## src/rtl/isa_master_pkg.sv

```systemverilog
// Shared types and timing defaults for the ISA 8-bit I/O cycle master.
package isa_master_pkg;

  typedef enum logic [2:0] {
    IDLE,
    SETUP,
    STROBE,
    WAIT_RDY,
    HOLD
  } state_e;

  localparam int unsigned DEF_SETUP_CYCLES  = 2;
  localparam int unsigned DEF_STROBE_CYCLES = 10;
  localparam int unsigned DEF_HOLD_CYCLES   = 2;
  localparam int unsigned DEF_READY_TIMEOUT = 1000;
  localparam int unsigned DEF_TO_CNT_W      = $clog2(DEF_READY_TIMEOUT + 1);

  // The phase counter is shared by every state, so it must hold the largest reload.
  function automatic int unsigned cnt_width(input int unsigned setup_c, input int unsigned strobe_c,
                                            input int unsigned hold_c, input int unsigned timeout_c);
    int unsigned m;
    m = setup_c;
    if (strobe_c > m) m = strobe_c;
    if (hold_c > m) m = hold_c;
    if (timeout_c > m) m = timeout_c;
    return $clog2(m + 1);
  endfunction

endpackage

```

## src/rtl/sync_2ff.sv

```systemverilog
// Two-flop synchronizer for asynchronous inputs, with a selectable reset value.
module sync_2ff #(
  parameter int unsigned      WIDTH     = 1,
  parameter logic [WIDTH-1:0] RESET_VAL = '0
) (
  input  logic             clk,
  input  logic             reset,
  input  logic [WIDTH-1:0] d_i,
  output logic [WIDTH-1:0] q_o
);

  logic [WIDTH-1:0] meta_q;
  logic [WIDTH-1:0] sync_q;

  always_ff @(posedge clk or posedge reset) begin
    if (reset) begin
      meta_q <= RESET_VAL;
      sync_q <= RESET_VAL;
    end else begin
      meta_q <= d_i;
      sync_q <= meta_q;
    end
  end

  assign q_o = sync_q;

endmodule

```

## src/rtl/isa_io_cycle_master.sv

```systemverilog
// Runs one 8-bit ISA I/O read or write per start pulse, owning strobe timing and IOCHRDY waits.
// Handshake: start is sampled only in IDLE; busy is high for the whole cycle and done pulses once on return to IDLE.
module isa_io_cycle_master
  import isa_master_pkg::*;
#(
  parameter int unsigned SETUP_CYCLES  = DEF_SETUP_CYCLES,
  parameter int unsigned STROBE_CYCLES = DEF_STROBE_CYCLES,
  parameter int unsigned HOLD_CYCLES   = DEF_HOLD_CYCLES,
  parameter int unsigned READY_TIMEOUT = DEF_READY_TIMEOUT
) (
  input  logic        clk,
  input  logic        reset,
  input  logic        start,
  input  logic        rw,
  input  logic [15:0] addr,
  input  logic [7:0]  wdata,
  output logic        busy,
  output logic        done,
  output logic        timeout,
  output logic [7:0]  rdata,
  output logic [15:0] isa_sa,
  output logic [7:0]  isa_sd_out,
  output logic        isa_sd_oe,
  input  logic [7:0]  isa_sd_in,
  output logic        isa_ior_n,
  output logic        isa_iow_n,
  output logic        isa_aen,
  input  logic        isa_iochrdy
);

  localparam int unsigned CW = cnt_width(SETUP_CYCLES, STROBE_CYCLES, HOLD_CYCLES, READY_TIMEOUT);

  localparam logic [CW-1:0] SETUP_LOAD   = CW'(SETUP_CYCLES - 1);
  localparam logic [CW-1:0] STROBE_LOAD  = CW'(STROBE_CYCLES - 1);
  localparam logic [CW-1:0] HOLD_LOAD    = CW'(HOLD_CYCLES - 1);
  localparam logic [CW-1:0] TIMEOUT_LOAD = CW'(READY_TIMEOUT - 1);

  state_e        state_q, state_d;
  logic [CW-1:0] cnt_q, cnt_d;
  logic          rw_q, rw_d;
  logic [15:0]   sa_q, sa_d;
  logic [7:0]    sd_out_q, sd_out_d;
  logic [7:0]    rdata_q, rdata_d;
  logic          timeout_q, timeout_d;
  logic          busy_q, busy_d;
  logic          done_q, done_d;
  logic          aen_q, aen_d;
  logic          oe_q, oe_d;
  logic          ior_n_q, ior_n_d;
  logic          iow_n_q, iow_n_d;
  logic          strobe_d;
  logic          rdy_s;

  sync_2ff #(
    .WIDTH     (1),
    .RESET_VAL (1'b1)
  ) u_rdy_sync (
    .clk   (clk),
    .reset (reset),
    .d_i   (isa_iochrdy),
    .q_o   (rdy_s)
  );

  always_comb begin
    state_d   = state_q;
    cnt_d     = cnt_q;
    rw_d      = rw_q;
    sa_d      = sa_q;
    sd_out_d  = sd_out_q;
    rdata_d   = rdata_q;
    timeout_d = timeout_q;
    case (state_q)
      IDLE: begin
        if (start) begin
          rw_d      = rw;
          sa_d      = addr;
          sd_out_d  = wdata;
          timeout_d = 1'b0;
          cnt_d     = SETUP_LOAD;
          state_d   = SETUP;
        end
      end
      SETUP: begin
        if (cnt_q == '0) begin
          cnt_d   = STROBE_LOAD;
          state_d = STROBE;
        end else begin
          cnt_d = cnt_q - CW'(1);
        end
      end
      STROBE: begin
        if (cnt_q != '0) begin
          cnt_d = cnt_q - CW'(1);
        end else if (rdy_s) begin
          if (rw_q) rdata_d = isa_sd_in;
          cnt_d   = HOLD_LOAD;
          state_d = HOLD;
        end else begin
          cnt_d   = TIMEOUT_LOAD;
          state_d = WAIT_RDY;
        end
      end
      WAIT_RDY: begin
        if (rdy_s) begin
          if (rw_q) rdata_d = isa_sd_in;
          cnt_d   = HOLD_LOAD;
          state_d = HOLD;
        end else if (cnt_q == '0) begin
          // Card never became ready: flag it and return all-ones like an empty bus.
          timeout_d = 1'b1;
          if (rw_q) rdata_d = 8'hFF;
          cnt_d   = HOLD_LOAD;
          state_d = HOLD;
        end else begin
          cnt_d = cnt_q - CW'(1);
        end
      end
      HOLD: begin
        if (cnt_q == '0) begin
          state_d = IDLE;
        end else begin
          cnt_d = cnt_q - CW'(1);
        end
      end
      default: state_d = IDLE;
    endcase
  end

  // Pin controls are registered from the next state so the ISA strobes never glitch.
  always_comb begin
    strobe_d = (state_d == STROBE) || (state_d == WAIT_RDY);
    busy_d   = (state_d != IDLE);
    aen_d    = !busy_d;
    oe_d     = busy_d && !rw_d;
    ior_n_d  = !(strobe_d && rw_d);
    iow_n_d  = !(strobe_d && !rw_d);
    done_d   = (state_q == HOLD) && (state_d == IDLE);
  end

  always_ff @(posedge clk or posedge reset) begin
    if (reset) begin
      state_q   <= IDLE;
      cnt_q     <= '0;
      rw_q      <= 1'b0;
      sa_q      <= 16'h0000;
      sd_out_q  <= 8'h00;
      rdata_q   <= 8'h00;
      timeout_q <= 1'b0;
      busy_q    <= 1'b0;
      done_q    <= 1'b0;
      aen_q     <= 1'b1;
      oe_q      <= 1'b0;
      ior_n_q   <= 1'b1;
      iow_n_q   <= 1'b1;
    end else begin
      state_q   <= state_d;
      cnt_q     <= cnt_d;
      rw_q      <= rw_d;
      sa_q      <= sa_d;
      sd_out_q  <= sd_out_d;
      rdata_q   <= rdata_d;
      timeout_q <= timeout_d;
      busy_q    <= busy_d;
      done_q    <= done_d;
      aen_q     <= aen_d;
      oe_q      <= oe_d;
      ior_n_q   <= ior_n_d;
      iow_n_q   <= iow_n_d;
    end
  end

  assign busy       = busy_q;
  assign done       = done_q;
  assign timeout    = timeout_q;
  assign rdata      = rdata_q;
  assign isa_sa     = sa_q;
  assign isa_sd_out = sd_out_q;
  assign isa_sd_oe  = oe_q;
  assign isa_ior_n  = ior_n_q;
  assign isa_iow_n  = iow_n_q;
  assign isa_aen    = aen_q;

endmodule

```

## config.mk

```make
export PLATFORM = sky130hd
export DESIGN_NAME = isa_io_cycle_master
export DESIGN_NICKNAME = d
export VERILOG_FILES = /design/src/rtl/isa_master_pkg.sv /design/src/rtl/sync_2ff.sv /design/src/rtl/isa_io_cycle_master.sv
export SDC_FILE = /design/constraint.sdc
export NUM_CORES = 1
export LEC_CHECK = 0
export CAP_MARGIN = 10
export CORE_ASPECT_RATIO = 1.1
export CORE_MARGIN = 1
export CORE_UTILIZATION = 50
export CTS_CLUSTER_SIZE = 16
export DETAILED_ROUTE_END_ITERATION = 8
export GPL_TIMING_DRIVEN = 0
export PLACE_DENSITY = 0.95
export SLEW_MARGIN = 20
export SYNTH_ARGS = -nofsm -noshare
export SYNTH_HDL_FRONTEND = slang
export SYNTH_SLANG_ARGS = --single-unit
```

## constraint.sdc

```tcl
create_clock -name clk -period 5.4 [get_ports clk]
set_input_delay 1.08 -clock clk [delete_from_list [all_inputs] [get_ports clk]]
set_output_delay 1.08 -clock clk [all_outputs]
set_load 0.01 [all_outputs]
```

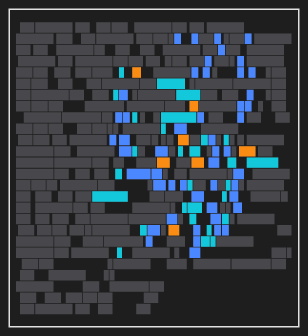
(images/gate_families.png)
family	color	cells
NOR gates	cyan	28
AND and OR gates	orange	7
inverting AOI/OAI gates	blue	49

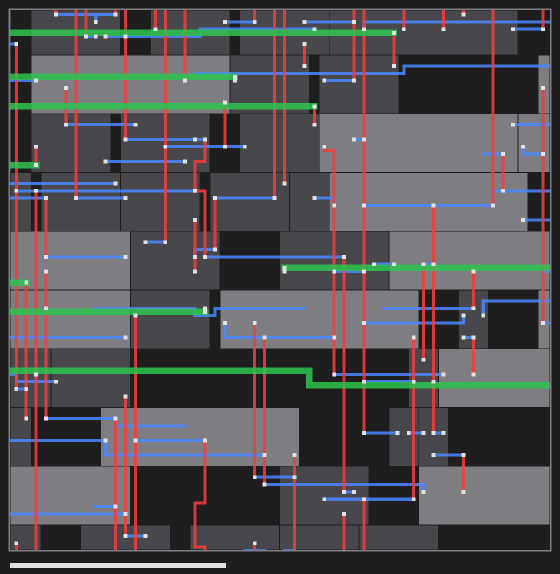
(images/zoom.png)
Scale bar: 10 um. Region (5, 7) to (30, 32) um. Cells in gray, sequential cells in the stronger gray; small squares are vias.
layer	color
met3	green
met2	red
met1	blue
most frequent	clkdlybuf4s50_1 (10), dfrtp_1 (9), mux2_2 (5)
netlist names of flops here include	isa_sa (4), isa_sd_out (2)
cells with their middle in the window	33
sequential cells in the window	11

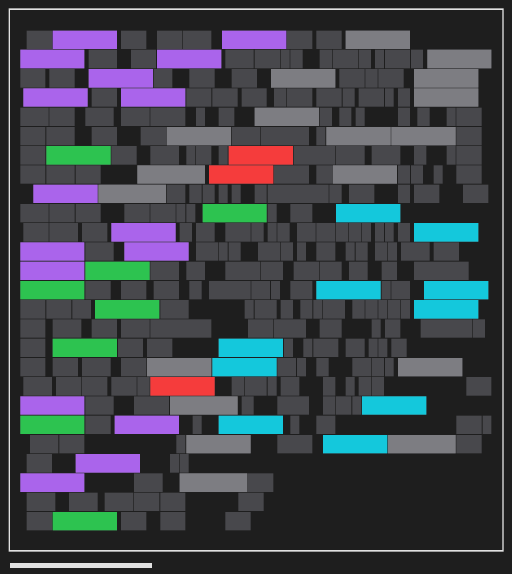
(images/registers.png)
Scale bar: 20 um. Other sequential cells in the stronger gray, the rest of the logic in the fainter gray.
signal	color	flops
state_q	red	3
isa_sa	purple	16
cnt_q	cyan	10
isa_sd_out	green	8
not colored	18

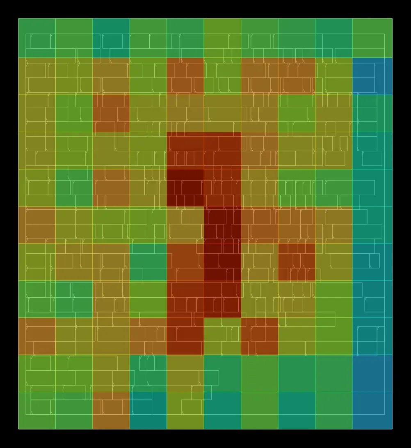
(images/final_congestion.png)
Finished Core Util: 72.86%
M3 GR Usage: 8.069%
WL per Instance: 15.45 um
met2 usage: 36.80%

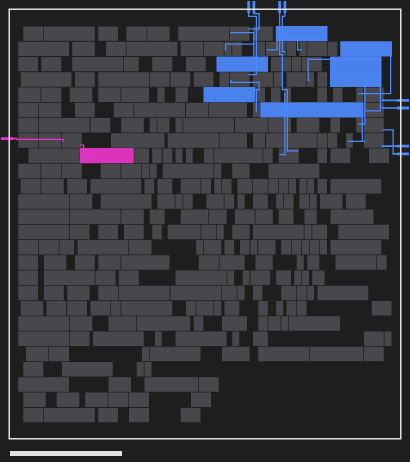
(images/port_nets.png)
Scale bar: 20 um.
port	color	direction	end cells	buffers	wire
isa_iochrdy	magenta	input	1	1	13.0 um
rdata	blue	output	8	8	191 um

-- area by class of cell --
cell class / count / area share, %
Timing Repair Buffer: 76 / 22.42
Tap cell: 56 / 2.039
Multi-Input combinational cell: 136 / 29.12
Clock inverter: 3 / 0.5460
Buffer: 10 / 2.002
Inverter: 15 / 1.638
Clock buffer: 5 / 2.002
Sequential cell: 55 / 40.23
-- critical path: cells and delay by family --
kind | cells | cell delay, ns
mux | 1 | 0.36
simple gates | 1 | 0.50
buf+inv | 2 | 0.78
-- worst max-delay path by stage --
stage / start / endpoint / slack, ns / depth (start not counted)
3_5_place_dp: start / isa_sa[12]$_DFFE_PP0P_ / 2.56 / 4
4_1_cts: start / isa_sa[12]$_DFFE_PP0P_ / 2.88 / 4
6_report: start / isa_sd_out[7]$_DFFE_PP0P_ / 2.88 / 4
3_3_place_gp: reset / isa_sa[12]$_DFFE_PP0P_ / 2.02 / 2
5_1_grt: start / isa_sa[2]$_DFFE_PP0P_ / 2.80 / 4
2_1_floorplan: reset / busy$_DFF_PP0_ / 2.99 / 1
-- per-stage QoR --
stage / worst slack (ns) / area [sq um] / cells / hold slack, ns
floorplan: 2.985 / 2509 / 216 / 0.3452
global placement: 2.023 / 3329 / 347 / 0.3459
detailed placement: 2.562 / 3349 / 348 / 0.3479
CTS: 2.877 / 3437 / 356 / 0.3627
global route: 2.803 / 3437 / 356 / 0.3726
finish: 2.882 / 3437 / 356 / 0.3622
-- kinds of logic (layout without fill, tap and decap cells) --
family / after synthesis / in the layout
simple gates: 58 / 58
compound gates: 51 / 51
fa+ha+maj: 2 / 2
mux: 25 / 25
buf+inv: 25 / 109
flops: 55 / 55
-- cells in the mapped netlist (2+ instances only) --
cell type,number
dfrtp_1,50
mux2_2,25
o21ai_0,17
nand2_1,16
inv_1,15
a21oi_1,14
nor2_1,14
dfstp_2,5
nor3_1,5
nand3_1,4
o211ai_1,4
a21oi_2,3
a31oi_1,3
buf_4,3
a21boi_0,2
a32oi_1,2
buf_2,2
buf_6,2
clkbuf_2,2
ha_1,2
nor4b_4,2
o31ai_1,2
-- power by group through the flow --
| stage | sequential [mW] | combinational (mW) | clock, mW |
|---|---|---|---|
| 3_5_place_dp | 0.718 | 0.907 | 0 |
| 4_1_cts | 0.710 | 0.913 | 0.234 |
| 5_1_grt | 0.734 | 0.986 | 0.250 |
| 2_1_floorplan | 0.767 | 0.439 | 0 |
| 3_3_place_gp | 0.703 | 0.874 | 0 |
| 6_report | 0.710 | 0.909 | 0.227 |
-- state kept, by name, summed over array words and instances (netlist names) --
signal             count
state_q                3
isa_sd_oe              1
cnt_q                 10
timeout                1
done                   1
rdata                  8
rw_q                   1
busy                   1
isa_sd_out             8
isa_sa                16
isa_ior_n              1
u_rdy_sync.q_o         1
u_rdy_sync.meta_q      1
isa_aen                1
isa_iow_n              1
-- layer usage --
| layer | up-vias | global-route usage, % | share of wire [%] |
|---|---|---|---|
| li1 | 922 | - | - |
| met1 | 947 | 27.66 | 42 |
| met2 | 66 | 36.80 | 50 |
| met3 | 9 | 8.069 | 7.0 |
| met4 | 0 | 7.959 | 1.7 |
| met5 | - | 0 | 0 |
==> impl_metrics.env <==
# yosys + openroad results
export IMPL_status="finished clean"
export IMPL_drt_iter0_drc=159
export IMPL_syn_avg_cell_area_sq_um=11.61
export IMPL_flop_cell="dfrtp_1"
export IMPL_xor_share_pct=0
export IMPL_seqPwrFrac_pct=38.5
export IMPL_ys_area_sq_mm=0.002509
export IMPL_cts_setup_buffers=0
export IMPL_async_flop_share_pct=100.0
export IMPL_antenna_left=0
export IMPL_grt_max_degree=29
export IMPL_antenna_cells=0
export IMPL_num_io_pins=76
export IMPL_fin_setup_tns_ns=0
export IMPL_cts_hold_buf=0
export IMPL_switching_share_pct=36.03
export IMPL_htreeDepth=2
export IMPL_edf_count=0
export IMPL_synth_adder_area_share_pct=0.9975
export IMPL_p_int_mw=1.181
export IMPL_grt_usage_pct=22.58
export IMPL_grt_pass1_vias=2124
export IMPL_worstRegToRegCells=7
export IMPL_end_kind="register"
export IMPL_ys_types=44
export IMPL_layout_top_cell="clkdlybuf4s50_1"
export IMPL_worstSetupPathType="in -> reg"
export IMPL_avgViaCountPerCell=5.461
export IMPL_path_clk_slew_ns=0.10
export IMPL_skew_ns=0.006834
export IMPL_syn_to_final_growth_pct=37.01
export IMPL_chipHeight_um=76.29
export IMPL_cts_num_sinks=55
export IMPL_firstDrtPassIters=4
export IMPL_rows=26
export IMPL_reg2reg_to="rdata[4]$_DFFE_PP0P_"
export IMPL_slew_limit_headroom_pct=59.11
export IMPL_fin_crit_ns=2.518
export IMPL_finalHoldViolCount=0
export IMPL_dp_hpwl_um=4052
export IMPL_drc_errors=0
export IMPL_final_max_slew_viol_count=0
export IMPL_ys_sh_simple_pct=14.91
export IMPL_timing_rr_start="cnt_q[0]$_DFFE_PP0P_"
export IMPL_die_w_um=69.54
export IMPL_switchingPower_uw=664.9
export IMPL_numCtsBuffers=5
export IMPL_min_from="u_rdy_sync.meta_q$_DFF_PP1_"
export IMPL_die_area_sq_mm=0.005305
export IMPL_hp_class="reg -> reg"
export IMPL_warnings=27
export IMPL_netlist_instances=216
export IMPL_p_clk_share_pct=12.3
export IMPL_nFillCells=313
export IMPL_clock_path_buffers=2
export IMPL_reg2reg_slack_ns=3.22
export IMPL_start_kind="primary input"
export IMPL_path_cells="clkdlybuf4s50_1, nor4b_4, buf_4, mux2_2"
export IMPL_flop_area_sq_mm=0.001383
export IMPL_ys_seq_share_pct=55.11
export IMPL_ys_cells=216
export IMPL_combPwrFrac_pct=49.2
export IMPL_vias=1944
export IMPL_grt_first_pass_wirelength_um=9542
export IMPL_initCoreUtil_pct=53.18
export IMPL_clk_insertion_delay_late_ns=0.31
export IMPL_rsz0062_at_grt="false"
export IMPL_root_buffer="clkbuf_8"
export IMPL_cts_tree="done"
export IMPL_finalClockPeriodUsage_pct=46.63
export IMPL_arrival_ns=2.72
Power is estimated from default activity; no workload was simulated.
